## src/rtl/frame_sync_inserter_pkg.sv

```systemverilog
// Shared definitions for the transmit-side sync inserter and the receive-side
// frame synchronizer, so both ends of the link agree on framing.
package frame_sync_inserter_pkg;

   // Framing FSM states, common to inserter and synchronizer
   typedef enum logic [1:0] {
      IDLE    = 2'd0,
      SYNC    = 2'd1,
      PAYLOAD = 2'd2,
      PAD     = 2'd3
   } fsi_state_t;

   // Payload bits per frame: 32 data bits carried as Hamming(7,4)
   localparam int FRAME_BITS_DEF = 56;

   // Barker-7 sync word, transmitted MSB first
   localparam int SYNC_LEN_DEF = 7;
   localparam logic [SYNC_LEN_DEF-1:0] SYNC_WORD_DEF = 7'b1110010;

   // Idle cycles tolerated inside a payload before zero padding starts
   localparam int PAD_TIMEOUT_DEF = 16;

   // Width of the completed-frame counter
   localparam int CNT_W_DEF = 16;

   // Counter width able to index 0..n-1, never narrower than one bit
   function automatic int idx_width(input int n);
      return (n < 2) ? 1 : $clog2(n);
   endfunction

endpackage

```

## src/rtl/frame_sync_inserter.sv

```systemverilog
// Frame sync inserter: prepends the sync word to every payload of FRAME_BITS
// encoded bits and pads stalled frames with zeros so the receiver's frame
// timing is never broken.
module frame_sync_inserter
   import frame_sync_inserter_pkg::*;
#(
   parameter int                  FRAME_BITS  = FRAME_BITS_DEF,
   parameter int                  SYNC_LEN    = SYNC_LEN_DEF,
   parameter logic [SYNC_LEN-1:0] SYNC_WORD   = SYNC_WORD_DEF,
   parameter int                  PAD_TIMEOUT = PAD_TIMEOUT_DEF,
   parameter int                  CNT_W       = CNT_W_DEF
) (
   input  logic             clk_out,
   input  logic             rst,
   input  logic             data_in,
   input  logic             data_valid,
   output logic             data_in_ready,
   output logic             data_out,
   output logic             data_out_valid,
   output logic             frame_start,
   output logic             frame_padded,
   output logic [CNT_W-1:0] frame_count
);

   localparam int SIDX_W = idx_width(SYNC_LEN);
   localparam int PAY_W  = idx_width(FRAME_BITS);
   localparam int GAP_W  = idx_width(PAD_TIMEOUT);

   localparam logic [SIDX_W-1:0] SYNC_LAST = SIDX_W'(SYNC_LEN - 1);
   localparam logic [PAY_W-1:0]  PAY_LAST  = PAY_W'(FRAME_BITS - 1);
   localparam logic [GAP_W-1:0]  GAP_LAST  = GAP_W'(PAD_TIMEOUT - 1);

   fsi_state_t          state;
   logic [SIDX_W-1:0]   sync_idx;
   logic [SYNC_LEN-1:0] sync_sr;
   logic [PAY_W-1:0]    pay_cnt;
   logic [GAP_W-1:0]    gap;

   // Upstream may only hand over bits while a payload is being collected
   assign data_in_ready = (state == PAYLOAD);

   // Framing FSM: sync word, payload pass-through with stall gaps, zero pad
   always_ff @(posedge clk_out or posedge rst) begin
      if (rst) begin
         state          <= IDLE;
         sync_idx       <= '0;
         sync_sr        <= '0;
         pay_cnt        <= '0;
         gap            <= '0;
         data_out       <= 1'b0;
         data_out_valid <= 1'b0;
         frame_start    <= 1'b0;
         frame_padded   <= 1'b0;
         frame_count    <= '0;
      end else begin
         frame_start  <= 1'b0;
         frame_padded <= 1'b0;
         unique case (state)
            IDLE: begin
               data_out_valid <= 1'b0;
               if (data_valid) begin
                  state    <= SYNC;
                  sync_idx <= '0;
                  sync_sr  <= SYNC_WORD;
               end
            end
            SYNC: begin
               data_out       <= sync_sr[SYNC_LEN-1];
               data_out_valid <= 1'b1;
               sync_sr        <= sync_sr << 1;
               frame_start    <= (sync_idx == '0);
               if (sync_idx == SYNC_LAST) begin
                  state   <= PAYLOAD;
                  pay_cnt <= '0;
                  gap     <= '0;
               end else begin
                  sync_idx <= sync_idx + 1'b1;
               end
            end
            PAYLOAD: begin
               if (data_valid) begin
                  data_out       <= data_in;
                  data_out_valid <= 1'b1;
                  gap            <= '0;
                  pay_cnt        <= pay_cnt + 1'b1;
                  if (pay_cnt == PAY_LAST) begin
                     frame_count <= frame_count + 1'b1;
                     state       <= IDLE;
                  end
               end else begin
                  data_out_valid <= 1'b0;
                  gap            <= gap + 1'b1;
                  if (gap == GAP_LAST) begin
                     state <= PAD;
                  end
               end
            end
            PAD: begin
               data_out       <= 1'b0;
               data_out_valid <= 1'b1;
               pay_cnt        <= pay_cnt + 1'b1;
               if (pay_cnt == PAY_LAST) begin
                  frame_padded <= 1'b1;
                  frame_count  <= frame_count + 1'b1;
                  state        <= IDLE;
               end
            end
            default: begin
               state <= IDLE;
            end
         endcase
      end
   end

endmodule

```

## config.mk

```make
export PLATFORM = sky130hd
export DESIGN_NAME = frame_sync_inserter
export DESIGN_NICKNAME = d
export VERILOG_FILES = /design/src/rtl/frame_sync_inserter_pkg.sv /design/src/rtl/frame_sync_inserter.sv
export SDC_FILE = /design/constraint.sdc
export NUM_CORES = 1
export LEC_CHECK = 0
export ABC_AREA = 1
export CORE_UTILIZATION = 40
export CTS_CLUSTER_SIZE = 20
export DETAILED_ROUTE_END_ITERATION = 12
export PLACE_DENSITY_LB_ADDON = 0.15
export SYNTH_ARGS = -nofsm -noshare
export SYNTH_HDL_FRONTEND = slang
export SYNTH_SLANG_ARGS = --single-unit
```

## constraint.sdc

```tcl
create_clock -name clk_out -period 1.68 [get_ports clk_out]
set_clock_uncertainty 0.05 [all_clocks]
set_input_delay 0.336 -clock clk_out [delete_from_list [all_inputs] [get_ports clk_out]]
set_output_delay 0.336 -clock clk_out [all_outputs]
set_load 0.01 [all_outputs]
```

==> run summary <==
Physical design

The first global-routing pass estimated 6.851 mm of wire. The final power report lists total power as a little under 0.003 W. Global routing put the most usage on met2. The clock drives slightly above 40 sinks. According to the timing report, the critical path is launched from frame_count[12]$_DFFE_PP0P_. Summed over all sequential cells, the power is roughly 0.0013 W. Per the run report, area growth between synthesis and finish was 29.22%. The yosys cell count stands at between 200 and 250. The fraction of synthesis flops using an asynchronous set or reset pin stands at 100.0%. The largest registers in the layout are frame_count (16), pay_cnt (6), sync_sr (6). By area the synthesized netlist is led by sky130_fd_sc_hd__dfrtp_1 (50%), sky130_fd_sc_hd__nand2_1 (13%), sky130_fd_sc_hd__nand3_1 (5.1%), sky130_fd_sc_hd__nor2_1 (4.4%), sky130_fd_sc_hd__ha_1 (3.6%). The final timing report counts setup violations totalling 0. The flip-flop count of the largest register, all copies and words added stands at 16.

The largest total area in the synthesized netlist belongs to sky130_fd_sc_hd__dfrtp_1. Among all stages on the critical path, the maximum delay recorded is about 0.56 ns. For this design, the slowest cell found on the critical path is sky130_fd_sc_hd__clkdlybuf4s50_1. The worst register-to-register path ends at frame_count[14]$_DFFE_PP0P_. The total area of multi-input combinational cells stands at just over 900 µm². Looking at the power breakdown, sequential logic takes 44.9% of the total. For the worst setup path, the data required time is 1.29 ns. The worst hold slack after final layout stands at around 0.34 ns.

Per the gpl log, the routability congestion estimate is approximately 0.77. In the power breakdown, the biggest contributor is registers. sky130_fd_sc_hd__nand2_1 is the most common cell in the netlist. The report shows a maximum critical-path fanout of 5.

The max-capacitance violation count stands at 0. Global routing finished with a remaining overflow of 0. Looking at the clock tree report, the root buffer type is sky130_fd_sc_hd__clkbuf_8. In the layout the commonest cells are sky130_fd_sc_hd__nand2_1 (69), sky130_fd_sc_hd__dfrtp_1 (39), sky130_fd_sc_hd__nor2_1 (24), sky130_fd_sc_hd__nand3_1 (21). OpenROAD reports that the post-layout worst path occupies a little over nine tenths of the period. The run finished with clean final reports.
## cell type report
class                   instances  area share, %
clock buffers                   7          3.230
clock inverters                 1          1.124
inverters                      29          4.073
multi-input cells             178          34.83
flip-flops and latches         41          38.48
well taps                      67          3.137
repair buffers                 43          15.12
## worst reg2reg max path, cell delays in order (launching register included)
cell and delay [ns]:
sky130_fd_sc_hd__dfrtp_1 0.38, sky130_fd_sc_hd__ha_1 0.19, sky130_fd_sc_hd__nand3_1 0.14, sky130_fd_sc_hd__nor2_4 0.17, sky130_fd_sc_hd__nand2_4 0.13, sky130_fd_sc_hd__nor2_4 0.16, sky130_fd_sc_hd__nand2_1 0.07, sky130_fd_sc_hd__nand2_1 0.06
sky130_fd_sc_hd__nand2_1 0.04
Congestion heat map:
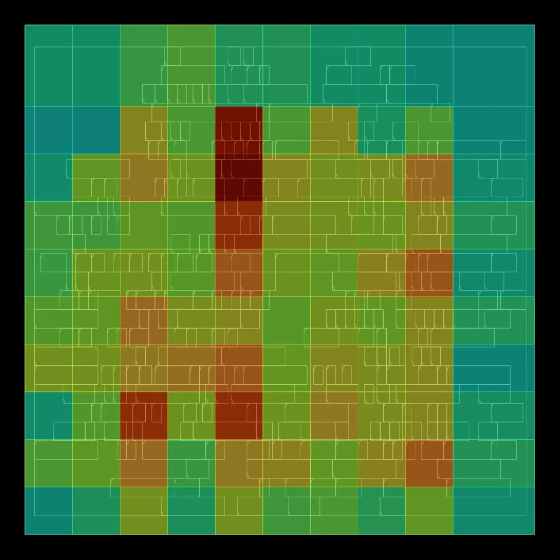
overall fraction of global-route tracks in use: 16.48%
met2 usage: 29.90%

Clock distribution:
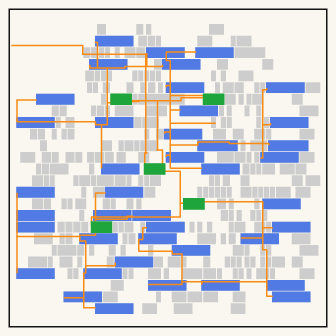
- blue: flip-flops (count 41)
- green: clock drivers (count 5)
- orange: clock wires (length 543 µm)
- flops lie: spread over the die
- routed clock nets: 6
Clock net power: 0.000822 W
part of the total power dissipated in the clock network: 28.5%
Latency at later pin: 0.29 ns

Metal 1:
Scale bar: 20 µm. Supply wires on this layer in grey.
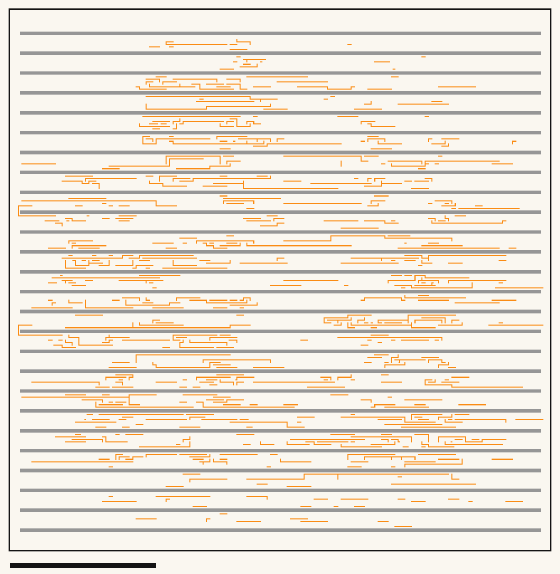
- main direction: horizontal
- share of all routed wire: 47%
- nets with wire on the layer: 276
- longest straight run: 22.5 µm
number of vias after detailed routing: 1,745
drt total wl: 4.038 mm
met1 GRT Util: 18.94%

No activity file was given, so power comes from the tool's default toggle rates.
